File: src/rtl/dma_sequencer_if.sv
// dma_sequencer_if
// Bundles the command, C64 bus and expansion-RAM signals of the DMA sequencer.
//   slave  : the sequencer side (receives command/bus inputs, drives DMA/address/strobe outputs)
//   master : the register block / bus glue side
// Signals:
//   PHI2, BA             C64 bus phase clock and bus-available
//   Execute, Cmd         one-CLK start pulse and command (00 stash, 01 fetch, 10 swap, 11 verify)
//   C64Start, RAMStart   initial addresses; Len byte count (0 = 65536)
//   FixC64, FixRAM       hold the respective address constant
//   Match                external comparator result for verify
//   DMA, DMARW           bus request and C64 read(1)/write(0) direction
//   C64A, RAMA           current addresses
//   RAMWE, Latch         one-CLK RAM write and C64 data capture strobes
//   Busy, Done           transfer in progress, one-CLK end pulse
//   VerifyErr, Remaining sticky verify mismatch, bytes left
interface dma_sequencer_if;
    logic        PHI2;
    logic        BA;
    logic        Execute;
    logic [1:0]  Cmd;
    logic [15:0] C64Start;
    logic [18:0] RAMStart;
    logic [15:0] Len;
    logic        FixC64;
    logic        FixRAM;
    logic        Match;
    logic        DMA;
    logic        DMARW;
    logic [15:0] C64A;
    logic [18:0] RAMA;
    logic        RAMWE;
    logic        Latch;
    logic        Busy;
    logic        Done;
    logic        VerifyErr;
    logic [15:0] Remaining;

    modport slave (
        input  PHI2, BA, Execute, Cmd, C64Start, RAMStart, Len, FixC64, FixRAM, Match,
        output DMA, DMARW, C64A, RAMA, RAMWE, Latch, Busy, Done, VerifyErr, Remaining
    );

    modport master (
        output PHI2, BA, Execute, Cmd, C64Start, RAMStart, Len, FixC64, FixRAM, Match,
        input  DMA, DMARW, C64A, RAMA, RAMWE, Latch, Busy, Done, VerifyErr, Remaining
    );
endinterface

File: src/rtl/dma_sequencer.sv
// dma_sequencer
// Sequences C64 <-> expansion-RAM DMA transfers (stash, fetch, swap, verify),
// one byte per PHI2 period, timed from the falling edge of a synchronized PHI2.
// Ports:
//   CLK   system clock (at least 8x PHI2)
//   nRST  asynchronous active-low reset
//   bus   dma_sequencer_if.slave: command inputs, C64 bus inputs, address/strobe/status outputs
module dma_sequencer (
    input  logic           CLK,
    input  logic           nRST,
    dma_sequencer_if.slave bus
);
    localparam logic [2:0] IDLE  = 3'd0;
    localparam logic [2:0] ARM   = 3'd1;
    localparam logic [2:0] WAIT  = 3'd2;
    localparam logic [2:0] XFER  = 3'd3;
    localparam logic [2:0] XFER2 = 3'd4;
    localparam logic [2:0] FIN   = 3'd5;

    localparam logic [1:0] CMD_STASH  = 2'b00;
    localparam logic [1:0] CMD_FETCH  = 2'b01;
    localparam logic [1:0] CMD_SWAP   = 2'b10;
    localparam logic [1:0] CMD_VERIFY = 2'b11;

    logic [2:0]  state_q, state_d;
    logic        phi_s1_q, phi_s1_d;
    logic        phi_s2_q, phi_s2_d;
    logic        phi_s3_q, phi_s3_d;
    logic [1:0]  cmd_q, cmd_d;
    logic        fix_c64_q, fix_c64_d;
    logic        fix_ram_q, fix_ram_d;
    logic [15:0] c64a_q, c64a_d;
    logic [18:0] rama_q, rama_d;
    logic [15:0] rem_q, rem_d;
    logic        dma_q, dma_d;
    logic        ramwe_q, ramwe_d;
    logic        latch_q, latch_d;
    logic        busy_q, busy_d;
    logic        done_q, done_d;
    logic        verr_q, verr_d;
    logic        adv_q, adv_d;
    logic        adv_addr_q, adv_addr_d;
    logic        fall;
    logic [2:0]  after_byte;

    always_comb begin
        phi_s1_d   = bus.PHI2;
        phi_s2_d   = phi_s1_q;
        phi_s3_d   = phi_s2_q;
        fall       = phi_s3_q & ~phi_s2_q;
        after_byte = (rem_q == 16'd1) ? FIN : (bus.BA ? XFER : WAIT);

        state_d    = state_q;
        cmd_d      = cmd_q;
        fix_c64_d  = fix_c64_q;
        fix_ram_d  = fix_ram_q;
        c64a_d     = c64a_q;
        rama_d     = rama_q;
        rem_d      = rem_q;
        dma_d      = dma_q;
        busy_d     = busy_q;
        verr_d     = verr_q;
        ramwe_d    = 1'b0;
        latch_d    = 1'b0;
        done_d     = 1'b0;
        adv_d      = 1'b0;
        adv_addr_d = 1'b0;

        // The advance is applied one CLK after the cycle-ending edge, i.e. while
        // RAMWE is high, so the RAM sees the address of the byte being written.
        if (adv_q) begin
            rem_d = rem_q - 16'd1;
            if (adv_addr_q) begin
                if (!fix_c64_q) c64a_d = c64a_q + 16'd1;
                if (!fix_ram_q) rama_d = rama_q + 19'd1;
            end
        end

        case (state_q)
            IDLE: begin
                if (bus.Execute) begin
                    cmd_d     = bus.Cmd;
                    fix_c64_d = bus.FixC64;
                    fix_ram_d = bus.FixRAM;
                    c64a_d    = bus.C64Start;
                    rama_d    = bus.RAMStart;
                    rem_d     = bus.Len;
                    verr_d    = 1'b0;
                    busy_d    = 1'b1;
                    state_d   = ARM;
                end
            end
            ARM: begin
                if (fall) begin
                    dma_d   = 1'b1;
                    state_d = WAIT;
                end
            end
            WAIT: begin
                if (fall && bus.BA) state_d = XFER;
            end
            XFER: begin
                if (fall) begin
                    case (cmd_q)
                        CMD_SWAP: begin
                            latch_d = 1'b1;
                            state_d = XFER2;
                        end
                        CMD_VERIFY: begin
                            adv_d = 1'b1;
                            if (bus.Match) begin
                                adv_addr_d = 1'b1;
                                state_d    = after_byte;
                            end else begin
                                verr_d  = 1'b1;
                                state_d = FIN;
                            end
                        end
                        CMD_STASH: begin
                            ramwe_d    = 1'b1;
                            adv_d      = 1'b1;
                            adv_addr_d = 1'b1;
                            state_d    = after_byte;
                        end
                        default: begin
                            adv_d      = 1'b1;
                            adv_addr_d = 1'b1;
                            state_d    = after_byte;
                        end
                    endcase
                end
            end
            XFER2: begin
                if (fall) begin
                    ramwe_d    = 1'b1;
                    adv_d      = 1'b1;
                    adv_addr_d = 1'b1;
                    state_d    = after_byte;
                end
            end
            FIN: begin
                dma_d   = 1'b0;
                busy_d  = 1'b0;
                done_d  = 1'b1;
                state_d = IDLE;
            end
            default: state_d = IDLE;
        endcase
    end

    always_ff @(posedge CLK or negedge nRST) begin
        if (!nRST) begin
            state_q    <= IDLE;
            phi_s1_q   <= 1'b0;
            phi_s2_q   <= 1'b0;
            phi_s3_q   <= 1'b0;
            cmd_q      <= '0;
            fix_c64_q  <= 1'b0;
            fix_ram_q  <= 1'b0;
            c64a_q     <= '0;
            rama_q     <= '0;
            rem_q      <= '0;
            dma_q      <= 1'b0;
            ramwe_q    <= 1'b0;
            latch_q    <= 1'b0;
            busy_q     <= 1'b0;
            done_q     <= 1'b0;
            verr_q     <= 1'b0;
            adv_q      <= 1'b0;
            adv_addr_q <= 1'b0;
        end else begin
            state_q    <= state_d;
            phi_s1_q   <= phi_s1_d;
            phi_s2_q   <= phi_s2_d;
            phi_s3_q   <= phi_s3_d;
            cmd_q      <= cmd_d;
            fix_c64_q  <= fix_c64_d;
            fix_ram_q  <= fix_ram_d;
            c64a_q     <= c64a_d;
            rama_q     <= rama_d;
            rem_q      <= rem_d;
            dma_q      <= dma_d;
            ramwe_q    <= ramwe_d;
            latch_q    <= latch_d;
            busy_q     <= busy_d;
            done_q     <= done_d;
            verr_q     <= verr_d;
            adv_q      <= adv_d;
            adv_addr_q <= adv_addr_d;
        end
    end

    assign bus.DMA       = dma_q;
    assign bus.DMARW     = !((state_q == XFER && cmd_q == CMD_FETCH) || state_q == XFER2);
    assign bus.C64A      = c64a_q;
    assign bus.RAMA      = rama_q;
    assign bus.RAMWE     = ramwe_q;
    assign bus.Latch     = latch_q;
    assign bus.Busy      = busy_q;
    assign bus.Done      = done_q;
    assign bus.VerifyErr = verr_q;
    assign bus.Remaining = rem_q;
endmodule

File: src/flat_wrapper.sv
// flat-port wrapper written by rule: the top's interface ports become plain ports
module dma_sequencer_flat 
  (CLK, nRST, bus_PHI2, bus_BA, bus_Execute, bus_Cmd, bus_C64Start, bus_RAMStart, bus_Len, bus_FixC64, bus_FixRAM, bus_Match, bus_DMA, bus_DMARW, bus_C64A, bus_RAMA, bus_RAMWE, bus_Latch, bus_Busy, bus_Done, bus_VerifyErr, bus_Remaining);
  dma_sequencer_if bus_i ();
  input  logic CLK;
  input  logic nRST;
  input wire logic [$bits(bus_i.PHI2)-1:0] bus_PHI2;
  input wire logic [$bits(bus_i.BA)-1:0] bus_BA;
  input wire logic [$bits(bus_i.Execute)-1:0] bus_Execute;
  input wire logic [$bits(bus_i.Cmd)-1:0] bus_Cmd;
  input wire logic [$bits(bus_i.C64Start)-1:0] bus_C64Start;
  input wire logic [$bits(bus_i.RAMStart)-1:0] bus_RAMStart;
  input wire logic [$bits(bus_i.Len)-1:0] bus_Len;
  input wire logic [$bits(bus_i.FixC64)-1:0] bus_FixC64;
  input wire logic [$bits(bus_i.FixRAM)-1:0] bus_FixRAM;
  input wire logic [$bits(bus_i.Match)-1:0] bus_Match;
  output wire logic [$bits(bus_i.DMA)-1:0] bus_DMA;
  output wire logic [$bits(bus_i.DMARW)-1:0] bus_DMARW;
  output wire logic [$bits(bus_i.C64A)-1:0] bus_C64A;
  output wire logic [$bits(bus_i.RAMA)-1:0] bus_RAMA;
  output wire logic [$bits(bus_i.RAMWE)-1:0] bus_RAMWE;
  output wire logic [$bits(bus_i.Latch)-1:0] bus_Latch;
  output wire logic [$bits(bus_i.Busy)-1:0] bus_Busy;
  output wire logic [$bits(bus_i.Done)-1:0] bus_Done;
  output wire logic [$bits(bus_i.VerifyErr)-1:0] bus_VerifyErr;
  output wire logic [$bits(bus_i.Remaining)-1:0] bus_Remaining;
  assign bus_i.PHI2 = bus_PHI2;
  assign bus_i.BA = bus_BA;
  assign bus_i.Execute = bus_Execute;
  assign bus_i.Cmd = bus_Cmd;
  assign bus_i.C64Start = bus_C64Start;
  assign bus_i.RAMStart = bus_RAMStart;
  assign bus_i.Len = bus_Len;
  assign bus_i.FixC64 = bus_FixC64;
  assign bus_i.FixRAM = bus_FixRAM;
  assign bus_i.Match = bus_Match;
  assign bus_DMA = bus_i.DMA;
  assign bus_DMARW = bus_i.DMARW;
  assign bus_C64A = bus_i.C64A;
  assign bus_RAMA = bus_i.RAMA;
  assign bus_RAMWE = bus_i.RAMWE;
  assign bus_Latch = bus_i.Latch;
  assign bus_Busy = bus_i.Busy;
  assign bus_Done = bus_i.Done;
  assign bus_VerifyErr = bus_i.VerifyErr;
  assign bus_Remaining = bus_i.Remaining;
  dma_sequencer u_core (.CLK(CLK), .nRST(nRST), .bus(bus_i));
endmodule
File: config.mk
export PLATFORM = sky130hd
export DESIGN_NAME = dma_sequencer_flat
export DESIGN_NICKNAME = d
export VERILOG_FILES = /design/src/rtl/dma_sequencer_if.sv /design/src/rtl/dma_sequencer.sv /design/src/flat_wrapper.sv
export SDC_FILE = /design/constraint.sdc
export NUM_CORES = 1
export LEC_CHECK = 0
export ABC_AREA = 1
export CAP_MARGIN = 20
export CORE_ASPECT_RATIO = 0.5
export CORE_MARGIN = 3
export CORE_UTILIZATION = 45
export CTS_BUF_LIST = sky130_fd_sc_hd__clkbuf_8
export DETAILED_ROUTE_END_ITERATION = 8
export PLACE_DENSITY = 0.77
export RECOVER_POWER = 25
export SKIP_CTS_REPAIR_TIMING = 1
export SYNTH_ARGS = -nofsm -noshare
export SYNTH_HDL_FRONTEND = slang
export SYNTH_SLANG_ARGS = --single-unit
export TNS_END_PERCENT = 100
File: constraint.sdc
create_clock -name CLK -period 4.2 [get_ports CLK]
set_clock_uncertainty 0.2 [all_clocks]
set_input_delay 0.84 -clock CLK [delete_from_list [all_inputs] [get_ports CLK]]
set_output_delay 0.84 -clock CLK [all_outputs]
set_load 0.01 [all_outputs]
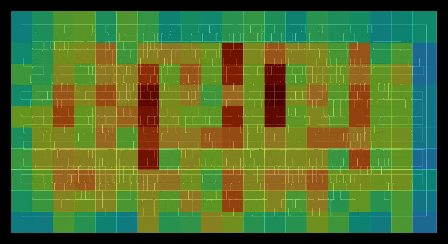
(routing congestion)
layer with the highest usage: met2
grt met2 use: 33.9%
GRT Resource Usage Total: 21.4%

==> impl_metrics.env <==
# implementation run metrics
export IMPL_dp_hpwl_um=7820
export IMPL_violations="capacitance limit, slew limit"
export IMPL_floorplan_nets=591
export IMPL_comb_share_pct=35.8
export IMPL_yosys_cells=526
export IMPL_synthesis_area_um2=3980
export IMPL_synth_area_leader_cell="dfrtp_1"
export IMPL_largest_reg_flops=19
export IMPL_status="finished with violations"
export IMPL_fmax_mhz=342
export IMPL_drtIter0Drc=323
export IMPL_final_cell_count_no_fill=764
export IMPL_ant_nets=0
export IMPL_required_ps=4380
export IMPL_buffer_area_share_pct=22.2
export IMPL_leakage_nw=2.48
export IMPL_dr_pass1_iters=4
export IMPL_area_leaders="dfrtp_1 (43%), nand2_1 (11%), nor2_1 (6.2%)"
export IMPL_hold_ws_ps=153
export IMPL_intPower_w=0.00202
export IMPL_clock_sinks=69
export IMPL_syn_to_final_growth_pct=37.4
export IMPL_ys_seq_share_pct=43.4
export IMPL_grt_pass1_vias=3564
export IMPL_path_buffers=2
export IMPL_seqCellArea_um2=1730
export IMPL_synth_chip_area_um2=3980
export IMPL_p_comb_w=0.00165
export IMPL_drv_cap=1
export IMPL_postSynthAreaPerCell_um2=7.57
export IMPL_timing_worst_slew_pin_value_ps=2190
export IMPL_grt_max_degree=43
export IMPL_rsz0062_at_grt="false"
export IMPL_place_inst=748
export IMPL_numCtsBuffers=9
export IMPL_stdcell_area_um2=5470
export IMPL_seq_area_share_pct=31.6
export IMPL_rr_endpoint="u_core.bus.RAMA[12]"
export IMPL_drcViolationCount=0
export IMPL_crit_top_cell="clkbuf_1"
export IMPL_slew_violations=41
export IMPL_fin_util_pct=66.0
export IMPL_inverters=62
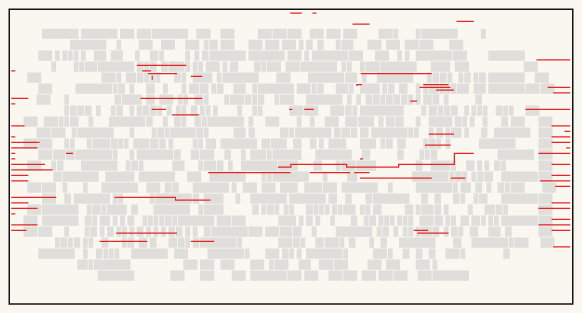
(M3 wires)
main direction: horizontal
nets with wire on the layer: 63
wire length on this layer: 468 um
longest straight run: 20.0 um
share of all routed wire: 4.5%
Total Wirelength: 10500 um
vias: 3836
GR met3 Demand/Resource: 5.46%

